<file path="src/rtl/eth_pkg.sv">
// -----------------------------------------------------------------------------
// eth_pkg
// Shared Ethernet framing constants and the TX reader state encoding.
// Used by frame_tx_reader and eth_crc32_d8, and intended for the future
// RX checker as well.
//   PREAMBLE_BYTE / SFD_BYTE : start-of-frame delimiter bytes
//   PREAMBLE_LEN             : number of 0x55 bytes ahead of the SFD
//   CRC32_POLY / CRC32_INIT  : reflected IEEE 802.3 CRC32 definition
//   BYTE_CNT_W               : width of the per-frame DATA+PAD byte counter
//   eth_state_e              : TX reader sequencing states
// -----------------------------------------------------------------------------
package eth_pkg;

  localparam logic [7:0]  PREAMBLE_BYTE = 8'h55;
  localparam logic [7:0]  SFD_BYTE      = 8'hD5;
  localparam int          PREAMBLE_LEN  = 7;

  localparam logic [31:0] CRC32_POLY    = 32'hEDB88320;
  localparam logic [31:0] CRC32_INIT    = 32'hFFFFFFFF;

  localparam int          BYTE_CNT_W    = 11;

  typedef enum logic [2:0] {
    IDLE = 3'd0,
    PRE  = 3'd1,
    SFD  = 3'd2,
    DATA = 3'd3,
    PAD  = 3'd4,
    FCS  = 3'd5,
    IFG  = 3'd6
  } eth_state_e;

endpackage

</file>
<file path="src/rtl/eth_crc32_d8.sv">
// -----------------------------------------------------------------------------
// eth_crc32_d8
// Combinational one-byte step of the reflected CRC32 (poly 0xEDB88320).
// The data byte is consumed LSB first. The register is not inverted here:
// callers seed it with CRC32_INIT and complement the final value themselves.
// Ports:
//   crc_in  [31:0] : running CRC before this byte
//   d       [7:0]  : data byte
//   crc_out [31:0] : running CRC after this byte
// -----------------------------------------------------------------------------
module eth_crc32_d8
  import eth_pkg::*;
(
  input  logic [31:0] crc_in,
  input  logic [7:0]  d,
  output logic [31:0] crc_out
);

  // stage[k] holds the CRC after k data bits have been shifted in.
  logic [31:0] stage [0:8];

  assign stage[0] = crc_in;

  generate
    for (genvar gi = 0; gi < 8; gi++) begin : g_bit
      // The feedback bit is the outgoing LSB xor the incoming data bit.
      logic fb;
      assign fb            = stage[gi][0] ^ d[gi];
      assign stage[gi + 1] = fb ? ((stage[gi] >> 1) ^ CRC32_POLY)
                                : (stage[gi] >> 1);
    end
  endgenerate

  assign crc_out = stage[8];

endmodule

</file>
<file path="src/rtl/frame_tx_reader.sv">
// -----------------------------------------------------------------------------
// frame_tx_reader
// Read-side consumer of the frame FIFO. It waits until a complete frame is
// stored. It then emits the frame as an Ethernet byte stream:
//   preamble (7 x 0x55), SFD (0xD5), payload, zero pad up to MIN_FRAME,
//   CRC32 FCS (LSB first), and finally an inter-frame gap.
// Ports:
//   clk, rst           : read clock, synchronous active-high reset
//   fifo_do/fifo_eod   : FWFT head byte and its end-of-frame flag
//   fifo_empty         : FIFO empty flag
//   fifo_frame_exist   : at least one complete frame stored
//   fifo_re            : pop strobe (combinational)
//   tx_data/tx_valid   : registered output byte stream
//   tx_ready           : serializer accepts on tx_valid & tx_ready
//   tx_busy            : reader is not idle
//   underrun           : FIFO ran dry mid-payload (registered pulse)
//   frames_sent        : wrapping count of completed frames
// -----------------------------------------------------------------------------
module frame_tx_reader
  import eth_pkg::*;
#(
  parameter int MIN_FRAME  = 60,
  parameter int IFG_CYCLES = 12,
  parameter int CNT_W      = 16
) (
  input  logic             clk,
  input  logic             rst,
  input  logic [7:0]       fifo_do,
  input  logic             fifo_eod,
  input  logic             fifo_empty,
  input  logic             fifo_frame_exist,
  output logic             fifo_re,
  output logic [7:0]       tx_data,
  output logic             tx_valid,
  input  logic             tx_ready,
  output logic             tx_busy,
  output logic             underrun,
  output logic [CNT_W-1:0] frames_sent
);

  localparam int IFG_W = $clog2(IFG_CYCLES + 1);
  // The IFG counter starts in the cycle after the last FCS byte is accepted.
  // The IDLE evaluation cycle also has tx_valid low, so it is one of the
  // IFG_CYCLES gap cycles. That leaves IFG_CYCLES-1 counting cycles.
  localparam logic [IFG_W-1:0] IFG_LAST = IFG_W'(IFG_CYCLES - 2);

  eth_state_e             state_reg;
  logic [7:0]             tx_data_reg;
  logic                   tx_valid_reg;
  logic                   underrun_reg;
  logic [CNT_W-1:0]       frames_sent_reg;
  logic [31:0]            crc_reg;
  logic [BYTE_CNT_W-1:0]  byte_cnt_reg;
  logic [2:0]             pre_cnt_reg;
  logic [1:0]             fcs_idx_reg;
  logic [IFG_W-1:0]       ifg_cnt_reg;
  logic                   ifg_drain_reg;

  logic                   adv;
  logic                   data_take;
  logic [7:0]             crc_d;
  logic [31:0]            crc_next;
  logic [31:0]            fcs_word;
  logic [7:0]             fcs_byte;
  logic [BYTE_CNT_W-1:0]  byte_cnt_inc;
  logic                   pad_after_data;
  logic                   pad_done;

  // The output register may be (re)loaded when empty or being consumed.
  assign adv       = !tx_valid_reg || tx_ready;
  assign data_take = (state_reg == DATA) && adv && !fifo_empty;

  // Gated by rst so that the FIFO is left untouched during a reset cycle.
  assign fifo_re   = data_take && !rst;

  // PAD bytes feed zeros into the CRC. DATA bytes feed the FIFO head.
  assign crc_d     = (state_reg == PAD) ? 8'h00 : fifo_do;

  eth_crc32_d8 u_crc (
    .crc_in  (crc_reg),
    .d       (crc_d),
    .crc_out (crc_next)
  );

  always_comb begin
    fcs_word = ~crc_reg;
    fcs_byte = 8'(fcs_word >> {fcs_idx_reg, 3'b000});
  end

  // Saturating increment. Frames longer than 2047 bytes are not truncated;
  // only the length bookkeeping stops counting.
  assign byte_cnt_inc   = (byte_cnt_reg == {BYTE_CNT_W{1'b1}}) ? byte_cnt_reg
                                                               : byte_cnt_reg + 1'b1;
  assign pad_after_data = (int'(byte_cnt_reg) + 1) < MIN_FRAME;
  assign pad_done       = (int'(byte_cnt_reg) + 1) >= MIN_FRAME;

  always_ff @(posedge clk) begin
    if (rst) begin
      state_reg       <= IDLE;
      tx_data_reg     <= 8'h00;
      tx_valid_reg    <= 1'b0;
      underrun_reg    <= 1'b0;
      frames_sent_reg <= '0;
      crc_reg         <= CRC32_INIT;
      byte_cnt_reg    <= '0;
      pre_cnt_reg     <= '0;
      fcs_idx_reg     <= '0;
      ifg_cnt_reg     <= '0;
      ifg_drain_reg   <= 1'b0;
    end else begin
      underrun_reg <= 1'b0;

      case (state_reg)
        IDLE: begin
          // The first preamble byte is loaded on the way out of IDLE, so it
          // becomes valid in the following cycle.
          if (fifo_frame_exist && adv) begin
            tx_data_reg  <= PREAMBLE_BYTE;
            tx_valid_reg <= 1'b1;
            pre_cnt_reg  <= 3'd1;
            state_reg    <= PRE;
          end
        end

        PRE: begin
          if (adv) begin
            tx_data_reg  <= PREAMBLE_BYTE;
            tx_valid_reg <= 1'b1;
            pre_cnt_reg  <= pre_cnt_reg + 3'd1;
            if (pre_cnt_reg == 3'(PREAMBLE_LEN - 1)) begin
              state_reg <= SFD;
            end
          end
        end

        SFD: begin
          if (adv) begin
            tx_data_reg  <= SFD_BYTE;
            tx_valid_reg <= 1'b1;
            byte_cnt_reg <= '0;
            crc_reg      <= CRC32_INIT;
            state_reg    <= DATA;
          end
        end

        DATA: begin
          if (fifo_empty) begin
            underrun_reg <= 1'b1;
          end
          if (adv) begin
            if (!fifo_empty) begin
              tx_data_reg  <= fifo_do;
              tx_valid_reg <= 1'b1;
              byte_cnt_reg <= byte_cnt_inc;
              crc_reg      <= crc_next;
              if (fifo_eod) begin
                fcs_idx_reg <= 2'd0;
                state_reg   <= pad_after_data ? PAD : FCS;
              end
            end else begin
              // A bubble rather than a stale byte while the FIFO is dry.
              tx_valid_reg <= 1'b0;
            end
          end
        end

        PAD: begin
          if (adv) begin
            tx_data_reg  <= 8'h00;
            tx_valid_reg <= 1'b1;
            byte_cnt_reg <= byte_cnt_inc;
            crc_reg      <= crc_next;
            if (pad_done) begin
              state_reg <= FCS;
            end
          end
        end

        FCS: begin
          if (adv) begin
            tx_data_reg  <= fcs_byte;
            tx_valid_reg <= 1'b1;
            fcs_idx_reg  <= fcs_idx_reg + 2'd1;
            if (fcs_idx_reg == 2'd3) begin
              frames_sent_reg <= frames_sent_reg + 1'b1;
              ifg_drain_reg   <= 1'b1;
              state_reg       <= IFG;
            end
          end
        end

        IFG: begin
          if (ifg_drain_reg) begin
            // Hold the last FCS byte until the serializer takes it. The gap
            // is measured from that acceptance.
            if (adv) begin
              tx_valid_reg  <= 1'b0;
              ifg_drain_reg <= 1'b0;
              ifg_cnt_reg   <= '0;
            end
          end else if (ifg_cnt_reg == IFG_LAST) begin
            state_reg <= IDLE;
          end else begin
            ifg_cnt_reg <= ifg_cnt_reg + 1'b1;
          end
        end

        default: begin
          state_reg <= IDLE;
        end
      endcase
    end
  end

  assign tx_data     = tx_data_reg;
  assign tx_valid    = tx_valid_reg;
  assign underrun    = underrun_reg;
  assign frames_sent = frames_sent_reg;
  assign tx_busy     = (state_reg != IDLE);

endmodule
</file>
<file path="config.mk">
export PLATFORM = sky130hd
export DESIGN_NAME = frame_tx_reader
export DESIGN_NICKNAME = d
export VERILOG_FILES = /design/src/rtl/eth_pkg.sv /design/src/rtl/eth_crc32_d8.sv /design/src/rtl/frame_tx_reader.sv
export SDC_FILE = /design/constraint.sdc
export NUM_CORES = 1
export LEC_CHECK = 0
export ABC_CLOCK_PERIOD_IN_PS = 4500
export CORE_MARGIN = 2
export CORE_UTILIZATION = 30
export DETAILED_ROUTE_END_ITERATION = 8
export PLACE_DENSITY = 0.49
export SLEW_MARGIN = 20
export SYNTH_ARGS = -nofsm -noshare
export SYNTH_HDL_FRONTEND = slang
export SYNTH_SLANG_ARGS = --single-unit
</file>
<file path="constraint.sdc">
create_clock -name clk -period 4.5 [get_ports clk]
set_input_delay 0.9 -clock clk [delete_from_list [all_inputs] [get_ports clk]]
set_output_delay 0.9 -clock clk [all_outputs]
set_load 0.02 [all_outputs]
</file>
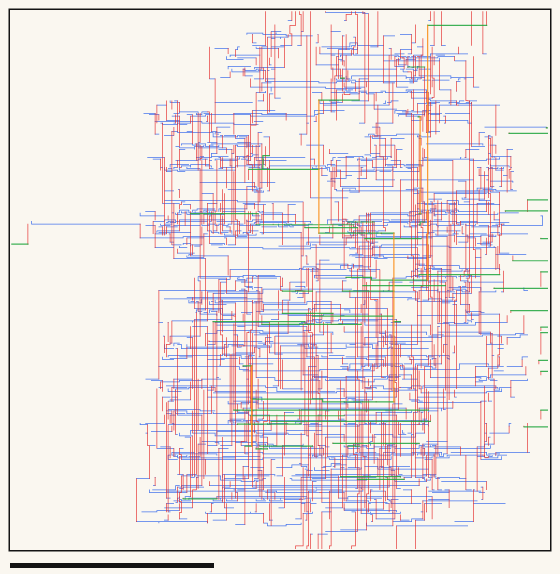
*Signal wires by layer, run 1*
Bar = 50 um.
orange -> met4  # wire length 180 um
blue -> met1  # wire length 6,290 um
red -> met2  # wire length 5,750 um
green -> met3  # wire length 624 um

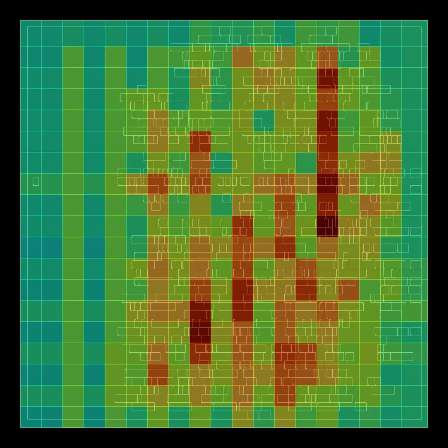
*Routing congestion map, run 1*
gr busiest metal: met2
global-route track usage on met3: 0.02375
WL per Instance: 15.78 um
routing usage on met1: 0.2094

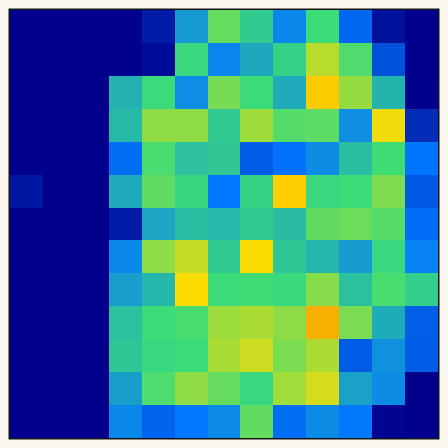
*Cell area per tile, run 1*
13 x 13 tiles, from dark blue (low) to red (high), 0 to 100% covered.
tiles over 75% full = 1.8%
emptiest ninth of the die = top left
nearly empty tiles = 27%
mean over tiles = 32%
fullest tile = 80%

==> deck_impl_summary.md, run 1 <==
Synthesis and Place & Route Summary

Min path
  – Hold_sp: tx_data[4]
  – Worst hold endpoint: tx_data[4]

Power
  – Total power: 0.002269 W
  – Switching portion of total power: 0.3333
  – P_sw: 0.0007563 W
  – Top pwr grp: registers
  – Clock Power Share: 0.327

CTS
  – Worst-path clk slew: 0.06 ns
  – CTS root buffer: clkbuf_16
  – Clk_lat worst skew: 0.34 ns

Setup path
  – CP Data Arrival Time: 2.50 ns
  – CP startpoint: state_reg[0]
  – Crit Reg-Reg Startpoint: state_reg[2]

Logic synthesis
  – Top logic family: XOR/XNOR gates
  – Post-synthesis sequential area ratio: 0.3306
  – Cell Type Count: 61
  – Adder share: 0.02016

STA
  – Worst Clk Skew: 0.004453 ns

Global route
  – GRT Util Overall: 0.1489
  – Number of global-route vias before repair: 3,852

Die
  – Core Util at FP: 0.3027
  – Area of the core: 16,410 um^2

Finish
  – Final nets: 611

Drt
  – Drt total wl: 12,840 um

Status
  – Status: finished, final reports clean
## run 1: per-layer routing
layer  track usage  wire length (um)  vias to the layer above
met3       0.02375               623                       14
met5             0                 0                        -
met1        0.2094              6285                     1903
met2        0.2303              5753                       87
li1              -                 -                     2021
met4       0.05496               180                        0
## run 1: worst max-delay path, stage by stage, from the launching register on
cell,delay [ns]
dfxtp_1,0.70
nand3b_1,0.44
nor4_1,0.34
clkdlybuf4s50_1,0.69
## run 1: cells by family after synthesis
| group | after synthesis |
|---|---|
| multiplexers | 10 |
| buffers and inverters | 43 |
| adder cells (fa/ha/maj) | 8 |
| flip-flops | 82 |
| XOR/XNOR | 98 |
| AND-OR/OR-AND | 121 |
| AND/OR/NAND/NOR | 202 |
## run 1: area by class of cell
cell class,count,area [um^2]
clock buffer,10,229.0
clock inverter,6,67.56
fill,1651,10560
inverter,9,33.78
multi-input combinational,439,3143
sequential,82,1642
tap,220,275.3
timing repair buffer,48,457.9
## run 1: through the flow
step             util  hold WS [ns]
2_1_floorplan       -        0.4661
3_3_place_gp   0.3384        0.4592
3_5_place_dp   0.3384        0.4656
4_1_cts        0.3564        0.4751
5_1_grt        0.3564        0.4991
6_report       0.3564        0.4683
## run 1: cell usage after synthesis (8+ instances only)
| master | instances |
|---|---|
| dfxtp_1 | 82 |
| nor2_1 | 75 |
| xnor2_1 | 52 |
| a21oi_1 | 46 |
| nand2_1 | 39 |
| xor2_1 | 29 |
| clkbuf_1 | 27 |
| o21ai_0 | 24 |
| nand3_1 | 17 |
| o22ai_1 | 14 |
| nor3_1 | 13 |
| a211oi_1 | 9 |
| inv_1 | 9 |
| ha_1 | 8 |
| mux4_2 | 8 |
| nand4_1 | 8 |
### Selected gate families, run 1

Bar = 50 um.
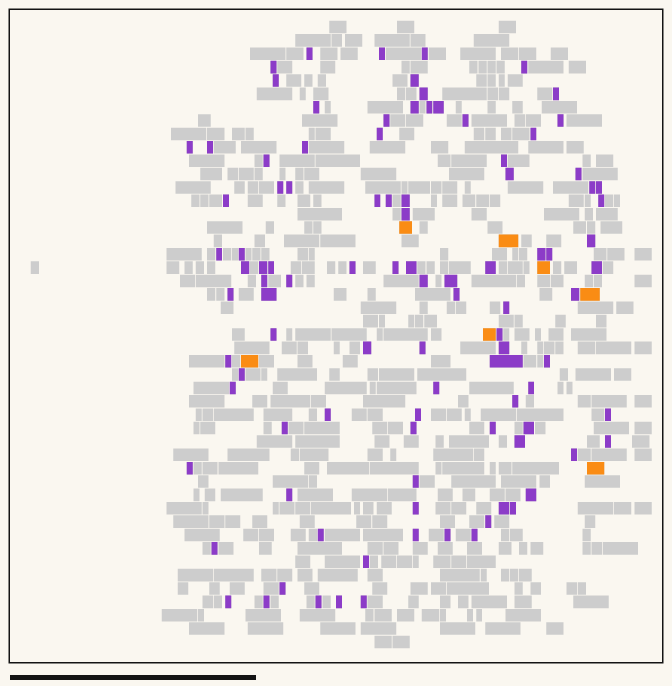

==> inputs of run 2 (changes only) <==
- ABC_CLOCK_PERIOD_IN_PS: 4500 -> 3440
- clock period: 4.5 -> 3.44 ns (I/O delays scaled with it)
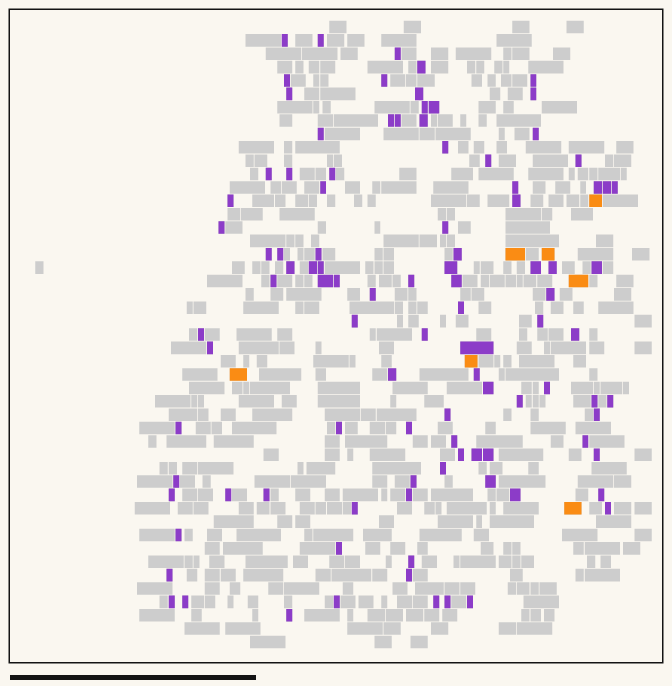
*Selected gate families, run 2*
Bar = 50 um.
purple -> NOR gates  # cells 100
orange -> AND-OR and OR-AND gates  # cells 7, where right middle

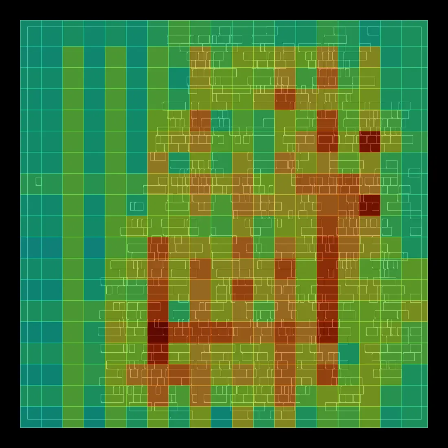
*Routing congestion map, run 2*
global-route track usage on met3: 0.03257
final core utilization: 0.3613
GRT Util Overall: 0.1547
routing usage on met1: 0.2168
met2 Use GR: 0.2392

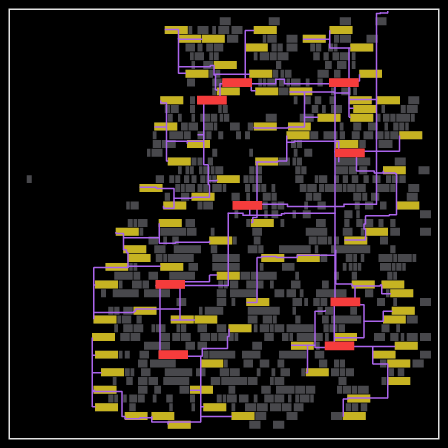
*Clock wires, drivers and flops, run 2*
yellow -> flip-flops  # count 82
red -> cells driving clock nets  # count 9
purple -> clock wires  # length 1,270 um
routed clock nets = 10

==> deck_impl_summary.md, run 2 <==
Synthesis and Place & Route Summary

Setup path
  – CP required: 2.75 ns
  – Worst setup SP type: input pin
  – CP max FO: 2
  – CP Data Arrival Time: 2.23 ns

Logic synthesis
  – Area reported by Yosys stat: 4966 um^2
  – Mean post-synth cell area: 8.805 um^2
  – Top FF cell, synth: dfxtp_1
  – Synth flops: 82
  – Mapped Cells: 564
  – Synth top cells by count: 82 x dfxtp_1, 75 x nor2_1, 52 x xnor2_1
  – Count leader, synth: dfxtp_1
  – Leading area contributor after synthesis: dfxtp_1
  – Cell Type Count: 61
  – Post-synthesis sequential area ratio: 0.3306

Die
  – Num rows: 47
  – Die Size: 17,600 um^2
  – Area of the core: 16,410 um^2
  – Core Util at FP: 0.3027

CTS
  – CTS root buffer: clkbuf_16
  – Worst-path clk slew: 0.06 ns
  – Clk_lat worst skew: 0.35 ns
  – CTS tree: done
  – Cts bufs inserted: 9
  – Clock Sinks: 82

Place
  – Area after DPL: 5619 um^2
  – Placed Cells: 807
  – RePlAce Congestion: 0.8127

Finish
  – Final nets: 620
  – # diodes: 0
  – Max reg flops: 32
  – Filler cells: 1,674

STA
  – Final Setup Violations: 0
  – Worst Clk Skew: 0.008503 ns
  – Worst hold slack: 0.4673 ns
  – Final Max Tran Viols: 0
  – Final worst-path cycle share: 0.8470
  – Final worst path period need: 2.914 ns

Global route
  – Number of global-route vias before repair: 3,884
  – Largest net degree at the start of global routing: 52
  – Initial antenna violation count: 0
  – Global-route wire length before repair: 21,540 um

Status
  – Status: finished, final reports clean

Power
  – Leak pwr: 2.098 nW
  – Total power: 0.003049 W

Drt
  – Vias: 4,125
  – WL per Instance: 15.99 um
  – Drt total wl: 13,150 um

Job
  – OpenROAD warnings: 30
-- run 2: path summary, 6_finish.rpt --
kind                 endpoint  cells past startpoint  slack, ns    startpoint
setup / recovery      fifo_re                      3       0.53    fifo_empty
hold / removal     tx_data[2]                      2       0.47    tx_data[2]
setup reg to reg  crc_reg[25]                      6       0.68  state_reg[2]
hold reg to reg    tx_data[2]                      2       0.47    tx_data[2]
-- run 2: critical path, stage by stage --
cell and delay, ns:
clkdlybuf4s50_1 0.43, nor4_1 0.38, clkdlybuf4s50_1 0.72
-- run 2: cell families (layout without fill, tap and decap cells) --
| logic type | count (synthesis) | in the layout | share of synthesized area |
|---|---|---|---|
| buffers and inverters | 43 | 81 | 0.03653 |
| multiplexers | 10 | 10 | 0.04031 |
| AND/OR/NAND/NOR | 202 | 202 | 0.1988 |
| flip-flops | 82 | 82 | 0.3306 |
| AND-OR/OR-AND | 121 | 121 | 0.1550 |
| adder cells (fa/ha/maj) | 8 | 8 | 0.02016 |
| XOR/XNOR | 98 | 98 | 0.2187 |
-- run 2: cell type report --
type	instances	area [um^2]	share of cell area
Clock buffer	10	229.0	0.03862
Clock inverter	5	80.08	0.01351
Tap cell	220	275.3	0.04643
Sequential cell	82	1642	0.2769
Multi-Input combinational cell	439	3143	0.5302
Inverter	9	33.78	0.005699
Timing Repair Buffer	57	525.5	0.08864
-- run 2: metal layers --
metal	wire length, um	GRT usage	vias up
li1	-	-	2049
met1	6376	0.2168	1980
met2	5918	0.2392	86
met3	680	0.03257	10
met4	171	0.04659	0
met5	0	0	-
-- run 2: where the power goes --
part	total [W]	internal (W)	switching, W
clock network	0.00103	0.000631	0.000401
logic	0.000941	0.000410	0.000531
registers	0.00108	0.00102	0.0000589
total	0.00305	0.00206	0.000991
Power and IR drop assume default switching activity.
